--- src/rtl/coin_arbiter.sv ---
// Two-port coin arbiter that multiplexes port A/B coin streams into one vending machine.
// Optional grant statistics are built when COIN_ARB_STATS_EN is defined.

module coin_fifo #(
  parameter int DEPTH = 2
) (
  input  logic clock,
  input  logic rst,
  input  logic push,
  input  logic din,
  input  logic pop,
  output logic dout,
  output logic full,
  output logic empty
);

  localparam int AW = $clog2(DEPTH);
  localparam int CW = AW + 1;

  logic [DEPTH-1:0] mem;
  logic [AW-1:0]    wr_ptr;
  logic [AW-1:0]    rd_ptr;
  logic [CW-1:0]    count;

  assign full  = (count == CW'(DEPTH));
  assign empty = (count == '0);
  assign dout  = mem[rd_ptr];

  // NOTE: storage carries no reset; the pointers and count alone define what is valid.
  always_ff @(posedge clock) begin
    if (push) mem[wr_ptr] <= din;
  end

  always_ff @(posedge clock) begin
    if (rst) begin
      wr_ptr <= '0;
      rd_ptr <= '0;
      count  <= '0;
    end else begin
      if (push) wr_ptr <= wr_ptr + 1'b1;
      if (pop)  rd_ptr <= rd_ptr + 1'b1;
      unique case ({push, pop})
        2'b10:   count <= count + 1'b1;
        2'b01:   count <= count - 1'b1;
        default: count <= count;
      endcase
    end
  end

endmodule

module coin_arbiter #(
  parameter int FIFO_DEPTH = 2,
  parameter int CNT_W      = 8
) (
  input  logic             clock,
  input  logic             rst,
  input  logic             a_valid,
  input  logic             a_dollar,
  input  logic             b_valid,
  input  logic             b_dollar,
  output logic             a_ready,
  output logic             b_ready,
  output logic             a_dispense,
  output logic             b_dispense,
  output logic             a_change,
  output logic             b_change,
  output logic             vm_rstn,
  output logic             vm_d_in,
  output logic             vm_q_in,
  input  logic             vm_dispense,
  input  logic             vm_change,
  output logic [1:0]       owner,
  output logic [CNT_W-1:0] a_grants,
  output logic [CNT_W-1:0] b_grants
);

  typedef enum logic [1:0] {IDLE, ISSUE, RESP, HOLD} state_t;

  localparam logic [1:0] OWN_NONE = 2'b00;
  localparam logic [1:0] OWN_A    = 2'b01;
  localparam logic [1:0] OWN_B    = 2'b10;

  state_t     state, state_d;
  logic [1:0] owner_q, owner_d;
  logic       prio_b, prio_d;
  logic       a_disp_d, b_disp_d, a_chg_d, b_chg_d;

  logic a_full, a_empty, a_head, a_push, a_pop;
  logic b_full, b_empty, b_head, b_push, b_pop;
  logic own_a, own_b, own_empty, own_head;
  logic grant_a, grant_b;

  assign vm_rstn = ~rst;
  assign a_ready = ~rst & ~a_full;
  assign b_ready = ~rst & ~b_full;
  assign a_push  = a_valid & a_ready;
  assign b_push  = b_valid & b_ready;

  coin_fifo #(.DEPTH(FIFO_DEPTH)) u_fifo_a (
    .clock (clock),
    .rst   (rst),
    .push  (a_push),
    .din   (a_dollar),
    .pop   (a_pop),
    .dout  (a_head),
    .full  (a_full),
    .empty (a_empty)
  );

  coin_fifo #(.DEPTH(FIFO_DEPTH)) u_fifo_b (
    .clock (clock),
    .rst   (rst),
    .push  (b_push),
    .din   (b_dollar),
    .pop   (b_pop),
    .dout  (b_head),
    .full  (b_full),
    .empty (b_empty)
  );

  assign owner     = owner_q;
  assign own_a     = (owner_q == OWN_A);
  assign own_b     = (owner_q == OWN_B);
  assign own_empty = own_a ? a_empty : b_empty;
  assign own_head  = own_a ? a_head  : b_head;

  // Round-robin: prio_b marks that A was granted last, so B wins a tie next.
  assign grant_a = (state == IDLE) & ~a_empty & (b_empty | ~prio_b);
  assign grant_b = (state == IDLE) & ~b_empty & (a_empty |  prio_b);

  assign vm_d_in = (state == ISSUE) &  own_head;
  assign vm_q_in = (state == ISSUE) & ~own_head;
  assign a_pop   = (state == ISSUE) & own_a;
  assign b_pop   = (state == ISSUE) & own_b;

  // NOTE: every output of this block gets a default first, so no path can infer a latch.
  always_comb begin
    state_d  = state;
    owner_d  = owner_q;
    prio_d   = prio_b;
    a_disp_d = 1'b0;
    b_disp_d = 1'b0;
    a_chg_d  = 1'b0;
    b_chg_d  = 1'b0;
    unique case (state)
      IDLE: begin
        owner_d = OWN_NONE;
        if (grant_a) begin
          owner_d = OWN_A;
          prio_d  = 1'b1;
          state_d = ISSUE;
        end else if (grant_b) begin
          owner_d = OWN_B;
          prio_d  = 1'b0;
          state_d = ISSUE;
        end
      end
      ISSUE: state_d = RESP;
      RESP: begin
        if (vm_dispense) begin
          a_disp_d = own_a;
          b_disp_d = own_b;
          a_chg_d  = own_a & vm_change;
          b_chg_d  = own_b & vm_change;
          owner_d  = OWN_NONE;
          state_d  = IDLE;
        end else if (!own_empty) begin
          // Back-to-back coins of one transaction issue every second cycle.
          state_d = ISSUE;
        end else begin
          state_d = HOLD;
        end
      end
      HOLD: if (!own_empty) state_d = ISSUE;
      default: state_d = IDLE;
    endcase
  end

  // NOTE: sequential state uses non-blocking assignments so all registers update together.
  always_ff @(posedge clock) begin
    if (rst) begin
      state      <= IDLE;
      owner_q    <= OWN_NONE;
      prio_b     <= 1'b0;
      a_dispense <= 1'b0;
      b_dispense <= 1'b0;
      a_change   <= 1'b0;
      b_change   <= 1'b0;
    end else begin
      state      <= state_d;
      owner_q    <= owner_d;
      prio_b     <= prio_d;
      a_dispense <= a_disp_d;
      b_dispense <= b_disp_d;
      a_change   <= a_chg_d;
      b_change   <= b_chg_d;
    end
  end

`ifdef COIN_ARB_STATS_EN
  logic [CNT_W-1:0] a_cnt, b_cnt;

  always_ff @(posedge clock) begin
    if (rst) begin
      a_cnt <= '0;
      b_cnt <= '0;
    end else begin
      if (grant_a && (a_cnt != '1)) a_cnt <= a_cnt + 1'b1;
      if (grant_b && (b_cnt != '1)) b_cnt <= b_cnt + 1'b1;
    end
  end

  assign a_grants = a_cnt;
  assign b_grants = b_cnt;
`else
  assign a_grants = '0;
  assign b_grants = '0;
`endif

  a_coin_exclusive: assert property (@(posedge clock) disable iff (rst) !(vm_d_in && vm_q_in));
  a_no_pop_empty:   assert property (@(posedge clock) disable iff (rst) !((a_pop && a_empty) || (b_pop && b_empty)));

endmodule

--- config.mk ---
export PLATFORM = sky130hd
export DESIGN_NAME = coin_arbiter
export DESIGN_NICKNAME = d
export VERILOG_FILES = /design/src/rtl/coin_arbiter.sv
export SDC_FILE = /design/constraint.sdc
export NUM_CORES = 1
export LEC_CHECK = 0
export CORE_MARGIN = 2
export CORE_UTILIZATION = 40
export CTS_BUF_LIST = sky130_fd_sc_hd__clkbuf_4 sky130_fd_sc_hd__clkbuf_8 sky130_fd_sc_hd__clkbuf_16
export CTS_CLUSTER_DIAMETER = 80
export CTS_CLUSTER_SIZE = 25
export DETAILED_ROUTE_END_ITERATION = 6
export GPL_TIMING_DRIVEN = 0
export HOLD_SLACK_MARGIN = 0.15
export MAX_ROUTING_LAYER = met4
export PLACE_DENSITY = 0.71
export SLEW_MARGIN = 20
export SYNTH_ARGS = -nofsm -noshare
export SYNTH_HDL_FRONTEND = slang
export SYNTH_SLANG_ARGS = --single-unit
--- constraint.sdc ---
create_clock -name clock -period 1.6 [get_ports clock]
set_input_delay 0.32 -clock clock [delete_from_list [all_inputs] [get_ports clock]]
set_output_delay 0.32 -clock clock [all_outputs]
set_load 0.05 [all_outputs]
==> run notes, run 1 <==
flow finished, numbers: run status=finished with violations, failing checks=negative setup slack, placer's final routability congestion estimate=0.776, Final setup viols=3, Synth Warn #=0, CP startpoint kind=flop, largest area contributor in the netlist=dfxtp_1, Crit Path Class=reg2out, area grow syn2layout=38.1%, die area=0.00335 mm2, RSZ-0062 raised after global routing=yes, detailed-router iteration count before antenna repair=4, layout cell share with drive strength beyond 1=0.351, Rows=19, Avg Vias per Cell=4.61, PD cells=1110 mW/mm2, Final WS setup=-152 ps, most numerous logic cell after layout=buf_4, HP Class=in2reg, max_slew headroom=0.661, DP HPWL=1690 um, Num Clock Sinks=21, post-synthesis chip area from yosys=0.00116 mm2, critical path fanouts, max=2, crit path DAT=1430 ps, FILL cells=257, Die Y=57.9 um, Post-Syn Area=0.00116 mm2, Cells after Synth=128, library cells used by synthesis=37, mean routed wirelength per cell=11.4 um, ant diodes=0
==> run 1: path summary, 6_finish.rpt <==
check | from | end | slack, ps | depth (start not counted)
hold / removal | rst | prio_b$_SDFFE_PP0P_ | 210 | 2
setup / recovery | u_fifo_a.rd_ptr$_SDFFE_PP0P_ | vm_q_in | -150 | 5
setup reg to reg | state[1]$_SDFFE_PP0P_ | u_fifo_a.count[1]$_SDFFE_PP0P_ | -30 | 7
hold reg to reg | owner[1]$_SDFFE_PP0P_ | owner[1]$_SDFFE_PP0P_ | 500 | 2
==> run 1: state kept, by name (all words and copies together), names as in the netlist, 2 cells and up <==
signal / cells
owner: 2
state: 2
u_fifo_b.count: 2
u_fifo_a.count: 2
u_fifo_a.mem: 2
u_fifo_b.mem: 2
==> run 1: power breakdown <==
part / total (mW) / internal, mW / switching (mW)
Clock: 0.276 / 0.0957 / 0.181
Combinational: 0.816 / 0.327 / 0.488
Sequential: 0.684 / 0.612 / 0.0716
==> run 1: critical path, stage by stage, from the launching register on <==
cell and delay, ps:
dfxtp_2 370, mux2i_2 270, nor2_4 50, a21oi_4 120, and2_4 160, buf_8 130
==> run 1: synth_stat cells <==
master	instances
nor2_1	20
dfxtp_1	17
buf_4	16
inv_1	10
a21oi_1	7
ha_1	7
xnor2_1	6
edfxtp_1	4
o211ai_1	4
nand2_1	3
mux2i_1	2
nand4_1	2
nor3_1	2
o21a_1	2
o21ai_0	2
or3_1	2
xor2_1	2
a2111o_1	1
a22oi_1	1
a311oi_1	1
a31oi_1	1
and2_1	1
and2b_1	1
and3_1	1
buf_2	1
clkbuf_1	1
clkinv_1	1
conb_1	1
mux2_2	1
mux2_4	1
nand2b_1	1
nand2b_4	1
nand3_1	1
nor2_2	1
nor2b_1	1
o211ai_2	1
or2_2	1
==> run 1: per-stage QoR <==
step | hold WS, ps | power (mW) | area [um2] | worst slack, ps | instances
global route | 217 | 1.89 | 1600 | -220 | 202
detailed placement | 484 | 1.41 | 1450 | -576 | 191
global placement | 475 | 1.39 | 1450 | -567 | 191
floorplan | 419 | 1.25 | 1240 | -10.5 | 143
finish | 215 | 1.78 | 1600 | -152 | 202
CTS | 215 | 1.73 | 1550 | -174 | 201
==> run 1: final cells by class <==
cell class,instances,area [um2],area share
plain buffers,18,135,0.0844
clock buffers,3,22.5,0.0141
clock inverters,1,7.51,0.00469
inverters,11,56.3,0.0352
multi-input cells,93,661,0.412
flip-flops and latches,21,474,0.296
well taps,31,38.8,0.0242
repair buffers,24,206,0.129
==> run 1: cells by family after synthesis <==
group           synth area share
compound gates             0.118
xor+xnor                  0.0604
fa+ha+maj                 0.0755
buf+inv                    0.147
flops                      0.397
mux                       0.0399
other cells              0.00323
simple gates               0.160
==> run 1: routing by layer <==
metal  part of all wire  vias to the layer above
met5                  0                        -
met4              0.026                        0
met3              0.056                        5
met2               0.51                       29
met1               0.40                      415
li1                   -                      483
==> run 1: timing repair <==
action | CTS | global route
pin swaps | 4 | 3
endpoints found under the setup margin | 13 | 5
hold buffers | 0 | 0
setup buffers | 6 | 1
gates resized | 42 | 16
gates cloned | 0 | 0
==> run_1/met2.png <==
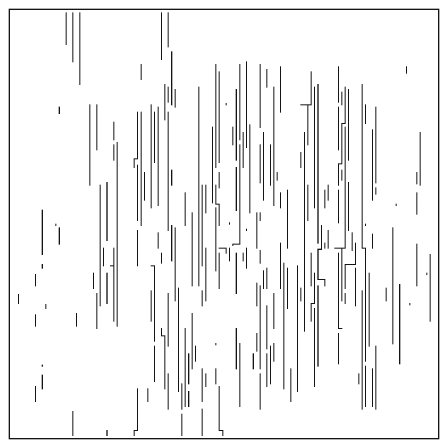
The longest straight run is 26.9 um. The layer holds 51% of the routed length. The wires run mostly vertical.

==> run_1/drive_strength.png <==
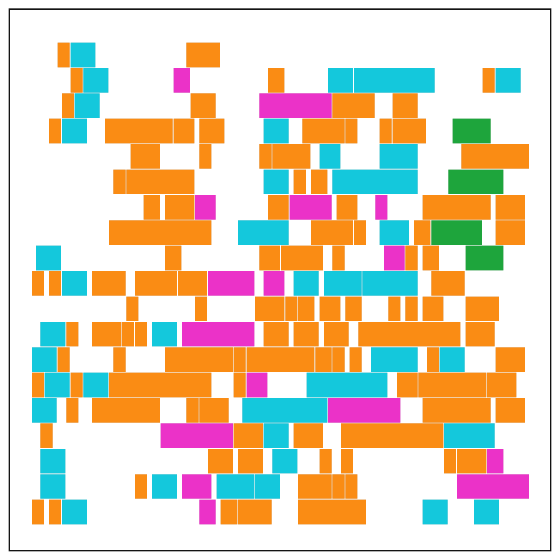
Key: magenta = drive 2 [cells 16, share 9.4%]; green = drive 6 and up [cells 4, share 2.3%]; orange = drive 1 or less [cells 111, share 65%]; cyan = drive 3 to 4 [cells 40, share 23%]

==> run_1/gate_families.png <==
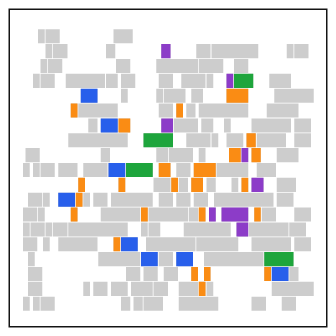
Key: orange = NOR gates [cells 24, most used nor2_1]; green = multiplexers [cells 4, most used mux2_4]; purple = NAND gates [cells 8, most used nand2_1]; blue = XOR/XNOR gates [cells 8, most used xnor2_1]

==> run 1 -> run 2 <==
- SETUP_SLACK_MARGIN: not set -> 0.02
==> run_2/cell_classes.png <==
Scale bar: 20 um. Fill, decap, tap and diode cells in grey.
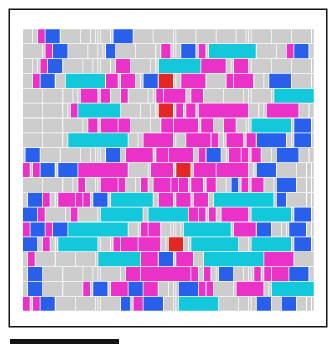
Key: red = clock drivers and dummy loads [cells 4]; blue = other buffers and delay cells [cells 46]; magenta = all other logic [cells 104]; cyan = flip-flops [cells 21]

==> run_2/final_clocks.png <==
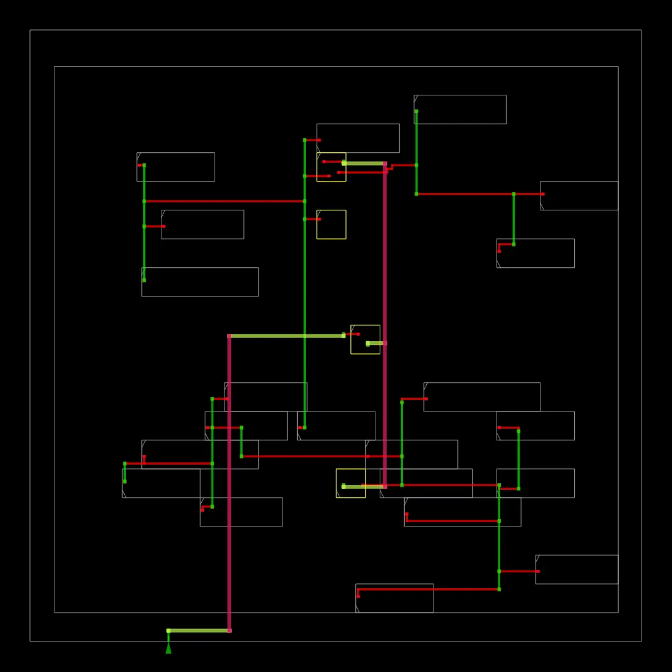
Num Clock Sinks: 21
Clk. pwr: 278 uW
clock buf count: 3
registers: 21
Fin Clk Skew: 7.34 ps

==> run 2 against run 1 <==
  * The flow still finishes with violations (negative setup slack)
  * Synthesized cell count stayed put
  * Power rose by 4.2%
  * Sequential cell count did not move
  * Utilization grew 2.3 points
  * Worst hold slack gained 1.7 ps
  * Sequential share of layout area decreased by 0.83 points
  * Global-route usage fell by 0.38 points
  * Sequential power grew 0.9%
  * Combinational power grew 8.2%
  * Die area is the same
  * Cell count rose by 2.0%
  * First-iteration DRC count fell by 79%
  * Critical path type unchanged
  * Largest cell class unchanged
==> run notes, run 2 <==
flow finished, numbers: EDFF count, synth=4 (unchanged), Dominant flop cell=dfxtp_1, top cells by count, synth=nor2_1 (20), dfxtp_1 (17), buf_4 (16), ant diodes=0 (unchanged), Finished Layout Cells=206 (+2.0%), layout cell share with drive strength beyond 1=0.394 (+0.0434), run status=finished with violations, critical path fanouts, max=2 (unchanged), area grow syn2layout=43.6%, Final WS setup=-166 ps (-13.6 ps), DP HPWL=1690 um (unchanged), FILL cells=256 (-0.39%), Final setup viols=4 (+1), met2 wire length=1240 um (+4.8%), placer's final routability congestion estimate=0.776 (unchanged), cell area after layout=0.00167 mm2 (+4.0%), M1 wire length=974 um (+4.3%), failing checks=negative setup slack, # hold bufs at CTS=0 (unchanged), met3 wire length=137 um (+5.4%), max_slew headroom=0.658 (-0.00307)
## run 2: timing repair
action / in CTS / in global routing
pin swaps: 3 / 9
buffers inserted: 3 / 8
gates resized: 42 / 26
endpoints found under the setup margin: 14 / 8
## run 2: kinds of logic (layout without fill, tap and decap cells)
group,after synthesis,count (layout),share of synthesized area
AND/OR/NAND/NOR,38,38,0.160
XOR/XNOR,8,8,0.0604
AND-OR/OR-AND,20,20,0.118
buffers and inverters,29,61,0.147
multiplexers,4,4,0.0399
flip-flops,21,21,0.397
other,1,16,0.00323
adder cells (fa/ha/maj),7,7,0.0755
## run 2: worst paths after layout
path	start	end	depth (start not counted)
setup / recovery	u_fifo_a.rd_ptr$_SDFFE_PP0P_	vm_q_in	5
hold / removal	rst	prio_b$_SDFFE_PP0P_	2
setup reg to reg	owner[1]$_SDFFE_PP0P_	state[1]$_SDFFE_PP0P_	5
hold reg to reg	owner[1]$_SDFFE_PP0P_	owner[1]$_SDFFE_PP0P_	2
## run 2: worst max-delay path, cell delays in order (launching register included)
cell and delay [ps]:
dfxtp_2 380, mux2i_2 280, nor2_4 50, a21oi_4 120, and2_4 160, buf_8 140
## run 2: final cells by class
type | instances | area, um2 | area share
multi-input cells | 93 | 686 | 0.412
flip-flops and latches | 21 | 479 | 0.288
repair buffers | 28 | 238 | 0.143
plain buffers | 18 | 135 | 0.0811
inverters | 11 | 58.8 | 0.0353
well taps | 31 | 38.8 | 0.0233
clock buffers | 3 | 22.5 | 0.0135
clock inverters | 1 | 7.51 | 0.00451
## run 2: power by group
part	internal [mW]	total (mW)	switching, mW
registers	0.615	0.690	0.0745
clock network	0.0957	0.278	0.183
logic	0.368	0.883	0.514
## run 2: per-layer routing
| layer | global-route usage | vias up |
|---|---|---|
| met1 | 0.161 | 440 |
| met4 | 0.0797 | 0 |
| li1 | - | 490 |
| met3 | 0.0246 | 5 |
| met5 | - | - |
| met2 | 0.266 | 29 |
Power and IR drop assume default switching activity.
